$ cat config.mk
export PLATFORM = sky130hd
export DESIGN_NAME = fifo_rd_ctrl_flat
export DESIGN_NICKNAME = d
export VERILOG_FILES = /design/src/rtl/fifo_rd_ctrl_if.sv /design/src/rtl/fifo_rd_ctrl.sv /design/src/flat_wrapper.sv
export SDC_FILE = /design/constraint.sdc
export NUM_CORES = 1
export LEC_CHECK = 0
export CAP_MARGIN = 0
export CORE_UTILIZATION = 47
export CTS_CLUSTER_DIAMETER = 100
export DETAILED_ROUTE_END_ITERATION = 12
export PLACE_DENSITY = 0.79
export SYNTH_ARGS = -nofsm -noshare
export SYNTH_HDL_FRONTEND = slang
export SYNTH_SLANG_ARGS = --single-unit
$ cat constraint.sdc
create_clock -name r_clk -period 3.4 [get_ports r_clk]
set_input_delay 1.02 -clock r_clk [delete_from_list [all_inputs] [get_ports r_clk]]
set_output_delay 1.02 -clock r_clk [all_outputs]
set_load 0.01 [all_outputs]
$ cat src/rtl/fifo_rd_ctrl_if.sv
// Read-side FIFO handshake bundle: consumer request, write-domain Gray
// pointer in, and the read controller's address, pointer and status out.
interface fifo_rd_ctrl_if #(
  parameter int unsigned ADDR_W = 3
);
  logic              r_en;
  logic [ADDR_W:0]   wptr_gray;
  logic [ADDR_W-1:0] r_addr;
  logic [ADDR_W:0]   rptr_gray;
  logic              r_empty;
  logic              r_almost_empty;
  logic [ADDR_W:0]   r_count;
  logic              r_underflow;

  // Consumer / write-pointer source side
  modport master (
    output r_en, wptr_gray,
    input  r_addr, rptr_gray, r_empty, r_almost_empty, r_count, r_underflow
  );

  // Read controller side
  modport slave (
    input  r_en, wptr_gray,
    output r_addr, rptr_gray, r_empty, r_almost_empty, r_count, r_underflow
  );
endinterface

$ cat src/rtl/fifo_rd_ctrl.sv
// Read-domain controller for the asynchronous FIFO: synchronises the write
// Gray pointer, advances binary/Gray read pointers and registers the empty,
// almost-empty, fill-count and underflow status.
module fifo_rd_ctrl #(
  parameter int unsigned ADDR_W      = 3,
  parameter int unsigned SYNC_STAGES = 2,
  parameter int unsigned AE_THRESH   = 1
) (
  input logic           r_clk,
  input logic           r_rst,
  fifo_rd_ctrl_if.slave bus
);
  localparam int unsigned   PW       = ADDR_W + 1;
  localparam logic [PW-1:0] AE_LIMIT = PW'(AE_THRESH);

  logic [PW-1:0] sync_q [SYNC_STAGES];
  logic [PW-1:0] wsync;
  logic [PW-1:0] wsync_bin;
  logic [PW-1:0] rbin;
  logic [PW-1:0] rbin_next;
  logic [PW-1:0] rgray;
  logic [PW-1:0] rgray_next;
  logic [PW-1:0] count;
  logic [PW-1:0] count_next;
  logic          empty;
  logic          almost_empty;
  logic          underflow;
  logic          rd_ok;

  // Write-pointer synchroniser chain; nothing else samples wptr_gray
  always_ff @(posedge r_clk or negedge r_rst) begin
    if (!r_rst) begin
      for (int unsigned i = 0; i < SYNC_STAGES; i++) sync_q[i] <= '0;
    end else begin
      sync_q[0] <= bus.wptr_gray;
      for (int unsigned i = 1; i < SYNC_STAGES; i++) sync_q[i] <= sync_q[i-1];
    end
  end

  assign wsync = sync_q[SYNC_STAGES-1];

  // Gray-to-binary of the synchronised write pointer: bit i is the XOR of bits i and above
  always_comb begin
    wsync_bin = '0;
    for (int unsigned i = 0; i < PW; i++) wsync_bin[i] = ^(wsync >> i);
  end

  // Next read pointer and fill level, folding this cycle's read into the flags
  always_comb begin
    rd_ok      = bus.r_en & ~empty;
    rbin_next  = rbin + {{ADDR_W{1'b0}}, rd_ok};
    rgray_next = rbin_next ^ (rbin_next >> 1);
    count_next = wsync_bin - rbin_next;
  end

  // Pointer and status registers, all updated together on the same edge
  always_ff @(posedge r_clk or negedge r_rst) begin
    if (!r_rst) begin
      rbin         <= '0;
      rgray        <= '0;
      count        <= '0;
      empty        <= 1'b1;
      almost_empty <= 1'b1;
      underflow    <= 1'b0;
    end else begin
      rbin         <= rbin_next;
      rgray        <= rgray_next;
      count        <= count_next;
      empty        <= (rgray_next == wsync);
      almost_empty <= (count_next <= AE_LIMIT);
      underflow    <= bus.r_en & empty;
    end
  end

  assign bus.r_addr         = rbin[ADDR_W-1:0];
  assign bus.rptr_gray      = rgray;
  assign bus.r_empty        = empty;
  assign bus.r_almost_empty = almost_empty;
  assign bus.r_count        = count;
  assign bus.r_underflow    = underflow;
endmodule

$ cat src/flat_wrapper.sv
// flat-port wrapper written by rule: the top's interface ports become plain ports
module fifo_rd_ctrl_flat 
#(
  parameter int unsigned ADDR_W      = 3,
  parameter int unsigned SYNC_STAGES = 2,
  parameter int unsigned AE_THRESH   = 1
)
  (r_clk, r_rst, bus_r_en, bus_wptr_gray, bus_r_addr, bus_rptr_gray, bus_r_empty, bus_r_almost_empty, bus_r_count, bus_r_underflow);
  fifo_rd_ctrl_if #(.ADDR_W(ADDR_W)) bus_i ();
  input logic r_clk;
  input logic r_rst;
  input wire logic [$bits(bus_i.r_en)-1:0] bus_r_en;
  input wire logic [$bits(bus_i.wptr_gray)-1:0] bus_wptr_gray;
  output wire logic [$bits(bus_i.r_addr)-1:0] bus_r_addr;
  output wire logic [$bits(bus_i.rptr_gray)-1:0] bus_rptr_gray;
  output wire logic [$bits(bus_i.r_empty)-1:0] bus_r_empty;
  output wire logic [$bits(bus_i.r_almost_empty)-1:0] bus_r_almost_empty;
  output wire logic [$bits(bus_i.r_count)-1:0] bus_r_count;
  output wire logic [$bits(bus_i.r_underflow)-1:0] bus_r_underflow;
  assign bus_i.r_en = bus_r_en;
  assign bus_i.wptr_gray = bus_wptr_gray;
  assign bus_r_addr = bus_i.r_addr;
  assign bus_rptr_gray = bus_i.rptr_gray;
  assign bus_r_empty = bus_i.r_empty;
  assign bus_r_almost_empty = bus_i.r_almost_empty;
  assign bus_r_count = bus_i.r_count;
  assign bus_r_underflow = bus_i.r_underflow;
  fifo_rd_ctrl #(.ADDR_W(ADDR_W), .SYNC_STAGES(SYNC_STAGES), .AE_THRESH(AE_THRESH)) u_core (.r_clk(r_clk), .r_rst(r_rst), .bus(bus_i));
endmodule
run_1/placement.png
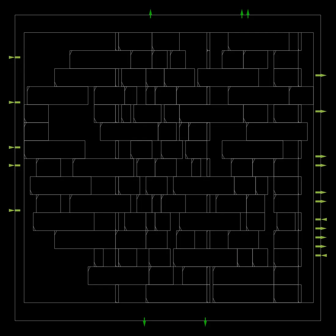
# rows: 15
sequential cell area share: 45.43%
Core Region: 1783 um2
fin cells: 119
fin util: 68.28%

run_1/layer_met3.png
(6 px per um) Cells faint in the background.
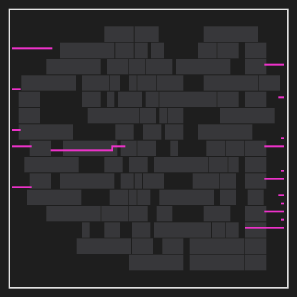
wire length on this layer: 48.1 um
main direction: horizontal
nets with wire on the layer: 16
share of all routed wire: 3.4%
longest straight run: 10.1 um

run_1/placement_by_type.png
(10 px per um)
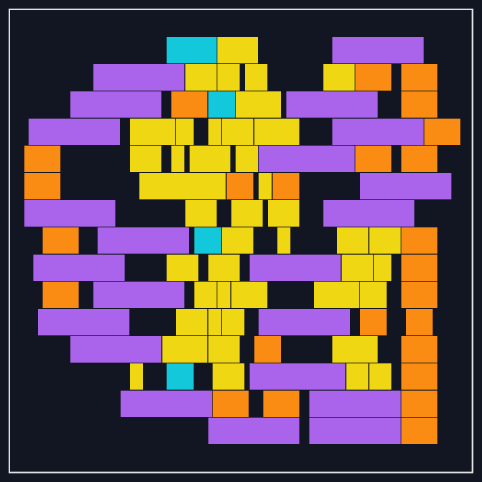
| color | class | cells | share of their area |
|---|---|---|---|
| purple | sequential cells | 22 | 47% |
| orange | remaining buffers and delay cells | 25 | 20% |
| yellow | combinational and other logic | 43 | 30% |
| cyan | clock drivers and dummy loads | 4 | 3.1% |

run_1/flops_by_reg.png
(8 px per um) Other sequential cells in the stronger gray, the rest of the logic in the fainter gray.
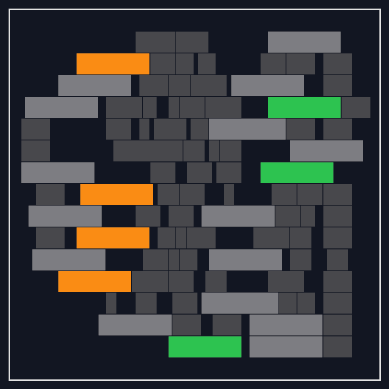
| color | signal | flops |
|---|---|---|
| green | `u_core.bus.rptr_gray` | 3 |
| orange | `u_core.wsync` | 4 |
not colored: 15

## run 1: worst reg2reg max path, stage by stage, from the launching register on
cell and delay (ps):
dfstp_2 550, nor2b_1 40, ha_1 190, ha_1 230, xnor2_1 170, ha_1 310
inv_1 40, a2111o_1 400, and4_4 180, or2_1 200
## run 1: cell families after synthesis
| family | Yosys count |
|---|---|
| adders and majority gates | 5 |
| muxes | 1 |
| and+or+nand+nor | 9 |
| buffers and inverters | 7 |
| xor gates and xnor gates | 16 |
| DFF | 22 |
| AOI/OAI and AO/OA | 6 |
## run 1: cells in the mapped netlist (all sizes together)
library cell,count,area share (%)
dfstp,2,5.7
or2,1,0.68
and4,1,1.2
nand3,1,0.55
a2111o,1,1.2
mux2i,1,1.1
dfrtp,20,55
ha,5,6.8
and3,1,0.68
nor4,1,1.4
a21oi,1,0.55
xor2,2,1.9
o2111ai,1,0.96
nand2,1,0.41
nand2b,1,0.68
and2,1,0.68
xnor2,13,12
xor3,1,2.6
nor2b,1,0.68
inv,6,2.5
buf,1,0.55
a31oi,2,1.4
a21boi,1,0.82
## run 1: layer usage
layer,part of all wire (%),vias to the layer above,wire (um),GRT usage [%]
met3,3.4,2,48,2.353
li1,-,274,-,-
met4,1.2,0,17,10.59
met1,41,288,575,18.46
met2,54,16,761,29.01
met5,0,-,0,0
## run 1: power by group through the flow
stage               combinational [mW]  sequential (mW)  clock (mW)
detailed placement               0.682            0.401           0
global route                     0.749            0.406       0.155
floorplan                        0.378            0.435           0
global placement                 0.665            0.397           0
finish                           0.679            0.394       0.138
CTS                              0.686            0.395       0.144
## run 1: registers in the layout (all words and copies together) (netlist names)
signal                     cells
u_core.bus.r_almost_empty      1
u_core.bus.r_count             4
u_core.bus.r_empty             1
u_core.bus.r_underflow         1
u_core.bus.rptr_gray           3
u_core.rbin                    4
u_core.sync_q                  4
u_core.wsync                   4
## run 1: layout make-up
type	instances	area share, %
tap	25	2.569
inverter	6	1.850
clock buffer	4	2.980
multi-input combinational	37	27.65
sequential	22	45.43
timing repair buffer	25	19.53
## run 1: path summary, 6_finish.rpt
kind	slack [ps]	startpoint	cells past startpoint	endpoint
max	310	bus_r_en	10	u_core.bus.r_count[3]
min	360	u_core.sync_q[6]	0	u_core.wsync[2]
max reg2reg	990	u_core.bus.r_empty	9	u_core.bus.r_count[3]
min reg2reg	360	u_core.sync_q[6]	0	u_core.wsync[2]
max in group asynchronous	2060	r_rst	2	u_core.bus.r_empty
min in group asynchronous	1070	r_rst	2	u_core.bus.rptr_gray[2]
## run 1: per-stage QoR
| stage | util, % | instance area, um2 |
|---|---|---|
| floorplan | - | 917.1 |
| global placement | 66.25 | 1181 |
| detailed placement | 66.25 | 1181 |
| CTS | 68.28 | 1217 |
| global route | 68.28 | 1217 |
| finish | 68.28 | 1217 |
==> out/qor.yml, run 1 <==
worst_setup_path:
  path_max_fanout: 2
  slowest_stage: "clkdlybuf4s50_1"
  crit_chain: "clkdlybuf4s50_1, nor2b_1, ha_1, ha_1, xnor2_1, ha_1, inv_1, a2111o_1, and4_4, or2_1"
  cp_top_family: "adder cells"
  cp-start-kind: "primary input"
  max_stage_delay_ps: 410
sta:
  fin_hold_ws_ps: 360.5
  rsz0062_at_grt: "false"
  worst_slew_pin_slew_ps: 291.6
  fmax_mhz: 323.2
  finalClockPeriodUsage_pct: 90.99
  maxSlewViolCount: 0
floorplan:
  dieArea_um2: 2132
cts:
  cts_setup_buffers: 0
  cts_resized: 0
  cts.root.buffer_cell: "clkbuf_4"
  clk_latency_ps: 300
drt:
  vias: 580
  vias_per_cell: 4.874
  wl_per_cell_um: 11.78
flow_run:
  warnings: 26
final_layout:
  fin_nets: 107
outcome:
  status: "completed"
yosys:
  mux_share_pct: 1.091
  ys.warnings.count: 0
global_routing:
  grt_max_degree: 23
power:
  combPwrFrac_pct: 56.1
run_1/sizes.png
(8 px per um)
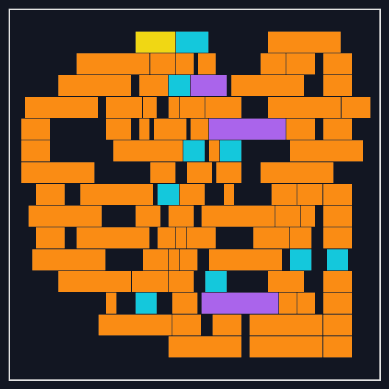

==> inputs of run 2 (changes only) <==
==> constraint.sdc (replaced) <==
create_clock -name r_clk -period 3.4 [get_ports r_clk]
set_input_delay 0.51 -clock r_clk [delete_from_list [all_inputs] [get_ports r_clk]]
set_output_delay 0.51 -clock r_clk [all_outputs]
set_load 0.01 [all_outputs]
run_2/sizes.png
(8 px per um)
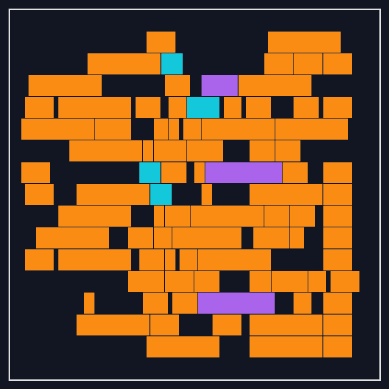
| color | size | cells | share |
|---|---|---|---|
| orange | _0 and _1 cells | 81 | 92% |
| purple | _2 cells | 3 | 3.4% |
| cyan | _3 and _4 cells | 4 | 4.5% |

==> run 2 against run 1 <==
Net effect:
- register-to-register slack lost 150 ps
- wire length is 3.4% lower
- clock power shrank 21%
- sequential share of layout area rose by 2.0 points
- core utilization is 2.9 points lower
- critical path type unchanged
- largest power group unchanged
==> out/qor.yml, run 2 <==
global_routing:
  grt.met3_usage_pct: 2.353  # unchanged
  grt-busiest-layer: "met2"
  gr-usage-met2_pct: 27.04  # -2.0 points
  grt_max_degree: 23  # unchanged
worst_setup_path:
  path_max_fanout: 4  # +2
  crit_chain: "clkdlybuf4s50_1, nor2b_1, ha_1, ha_1, xnor2_1, ha_1, inv_1, a2111o_1, and4_4, or2_1"
  startpoint: "bus_r_en"
  cp_top_family: "adder cells"
  cp-start-kind: "primary input"
  max_stage_delay_ps: 410  # about the same
  slowest_stage: "clkdlybuf4s50_1"
  r2r-start: "u_core.bus.r_empty"
  ff2ff_path_depth: 9  # unchanged
  path_depth: 10  # unchanged
cts:
  cts.root.buffer_cell: "clkbuf_4"
  cts_resized: 0  # unchanged
  clk_latency_ps: 290  # about the same
  cts_setup_buffers: 0  # unchanged
outcome:
  status: "completed"
floorplan:
  coreArea_um2: 1783  # unchanged
  fp-row-count: 15  # unchanged
  dieArea_um2: 2132  # unchanged
  die_w_um: 46.18
drt:
  wl_per_cell_um: 11.99  # +1.8%
  vias: 541  # -6.7%
  vias_per_cell: 4.788  # -1.8%
yosys:
  top_area_cell: "dfrtp_1"
  ys.warnings.count: 0  # unchanged
  top_cells_by_count: "20 x dfrtp_1, 13 x xnor2_1, 6 x inv_1, 5 x ha_1"
  ff_type: "dfrtp_1"
  synth.top_cell.area_share_pct: 54.57  # unchanged
  synthTopCellsByArea: "dfrtp_1 55%, xnor2_1 12%, ha_1 6.8%, dfstp_2 5.7%, xor3_1 2.6%"
  yosys.cell_count.top_type: "dfrtp_1"
  synthArstFlopShare_pct: 100.0  # unchanged
sta:
  fin_hold_ws_ps: 361.4  # +0.8980 ps
  maxSlewViolCount: 0  # unchanged
  finalClockPeriodUsage_pct: 80.34  # -11 points
  worst_slew_pin_slew_ps: 938.1  # +646.5 ps
  fmax_mhz: 366.1  # +13%
final_layout:
  fin_nets: 102  # -4.7%
  postLayoutCellArea_um2: 1166  # -4.2%
place:
  placed_area_um2: 1144  # -3.2%
min_path:
  worstHoldStart: "u_core.sync_q[7]"
run_2/placement_by_type.png
(10 px per um)
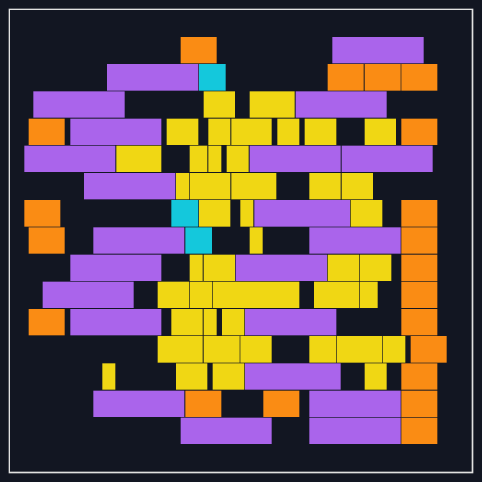
| color | class | cells | share of their area |
|---|---|---|---|
| cyan | clock drivers | 3 | 2.0% |
| orange | remaining buffers and delay cells | 20 | 18% |
| yellow | combinational and other logic | 43 | 32% |
| purple | sequential cells | 22 | 49% |

-- run 2: worst paths after layout --
kind                                          to  slack, ps
setup reg to reg           u_core.bus.r_count[3]        840
max in group asynchronous  u_core.bus.r_count[1]       2100
hold reg to reg                  u_core.wsync[3]        360
setup / recovery           u_core.bus.r_count[3]        670
hold / removal                   u_core.wsync[3]        360
min in group asynchronous         u_core.rbin[1]        730
-- run 2: logic make-up after synthesis --
family                   count (synthesis)  share of synthesized area [%]
AND-OR/OR-AND                            6                          4.911
adder cells (fa/ha/maj)                  5                          6.821
flip-flops                              22                          60.30
XOR/XNOR                                16                          16.92
buffers and inverters                    7                          3.001
AND/OR/NAND/NOR                          9                          6.959
multiplexers                             1                          1.091
-- run 2: routing by layer --
metal | share of wire [%] | vias to the layer above
met5 | 0 | -
met4 | 1.7 | 0
met3 | 3.4 | 4
met2 | 49 | 18
met1 | 45 | 256
li1 | - | 263
-- run 2: power breakdown --
group | internal, mW | switching, mW | total (mW) | leakage, nW
clock | 0.0411 | 0.0679 | 0.109 | 0.0138
sequential | 0.352 | 0.0399 | 0.392 | 0.257
combinational | 0.336 | 0.299 | 0.636 | 0.237
-- run 2: stage by stage --
step                      std cells  setup WS (ps)  util [%]  power [mW]
after global routing            113          487.8     65.40       1.228
after detailed placement        110          361.3     64.14       1.041
after global placement          110          384.7     64.14       1.017
after CTS                       113          663.5     65.40       1.154
after floorplan                  66          936.7         -      0.8135
final                           113          668.5     65.40       1.137
-- run 2: area by class of cell --
cell class / instances / area share [%]
flip-flops and latches: 22 / 47.42
inverters: 6 / 1.931
multi-input cells: 37 / 28.86
well taps: 25 / 2.682
repair buffers: 20 / 17.17
clock buffers: 3 / 1.931
-- run 2: worst reg2reg max path, cell delays in order (launching register included) --
cell      delay, ps
dfstp_2         550
nor2b_1          50
ha_1            200
ha_1            220
xnor2_1         320
ha_1            270
inv_1            60
a2111o_1        400
and4_4          180
or2_1           210
Power is estimated from default activity; no workload was simulated.
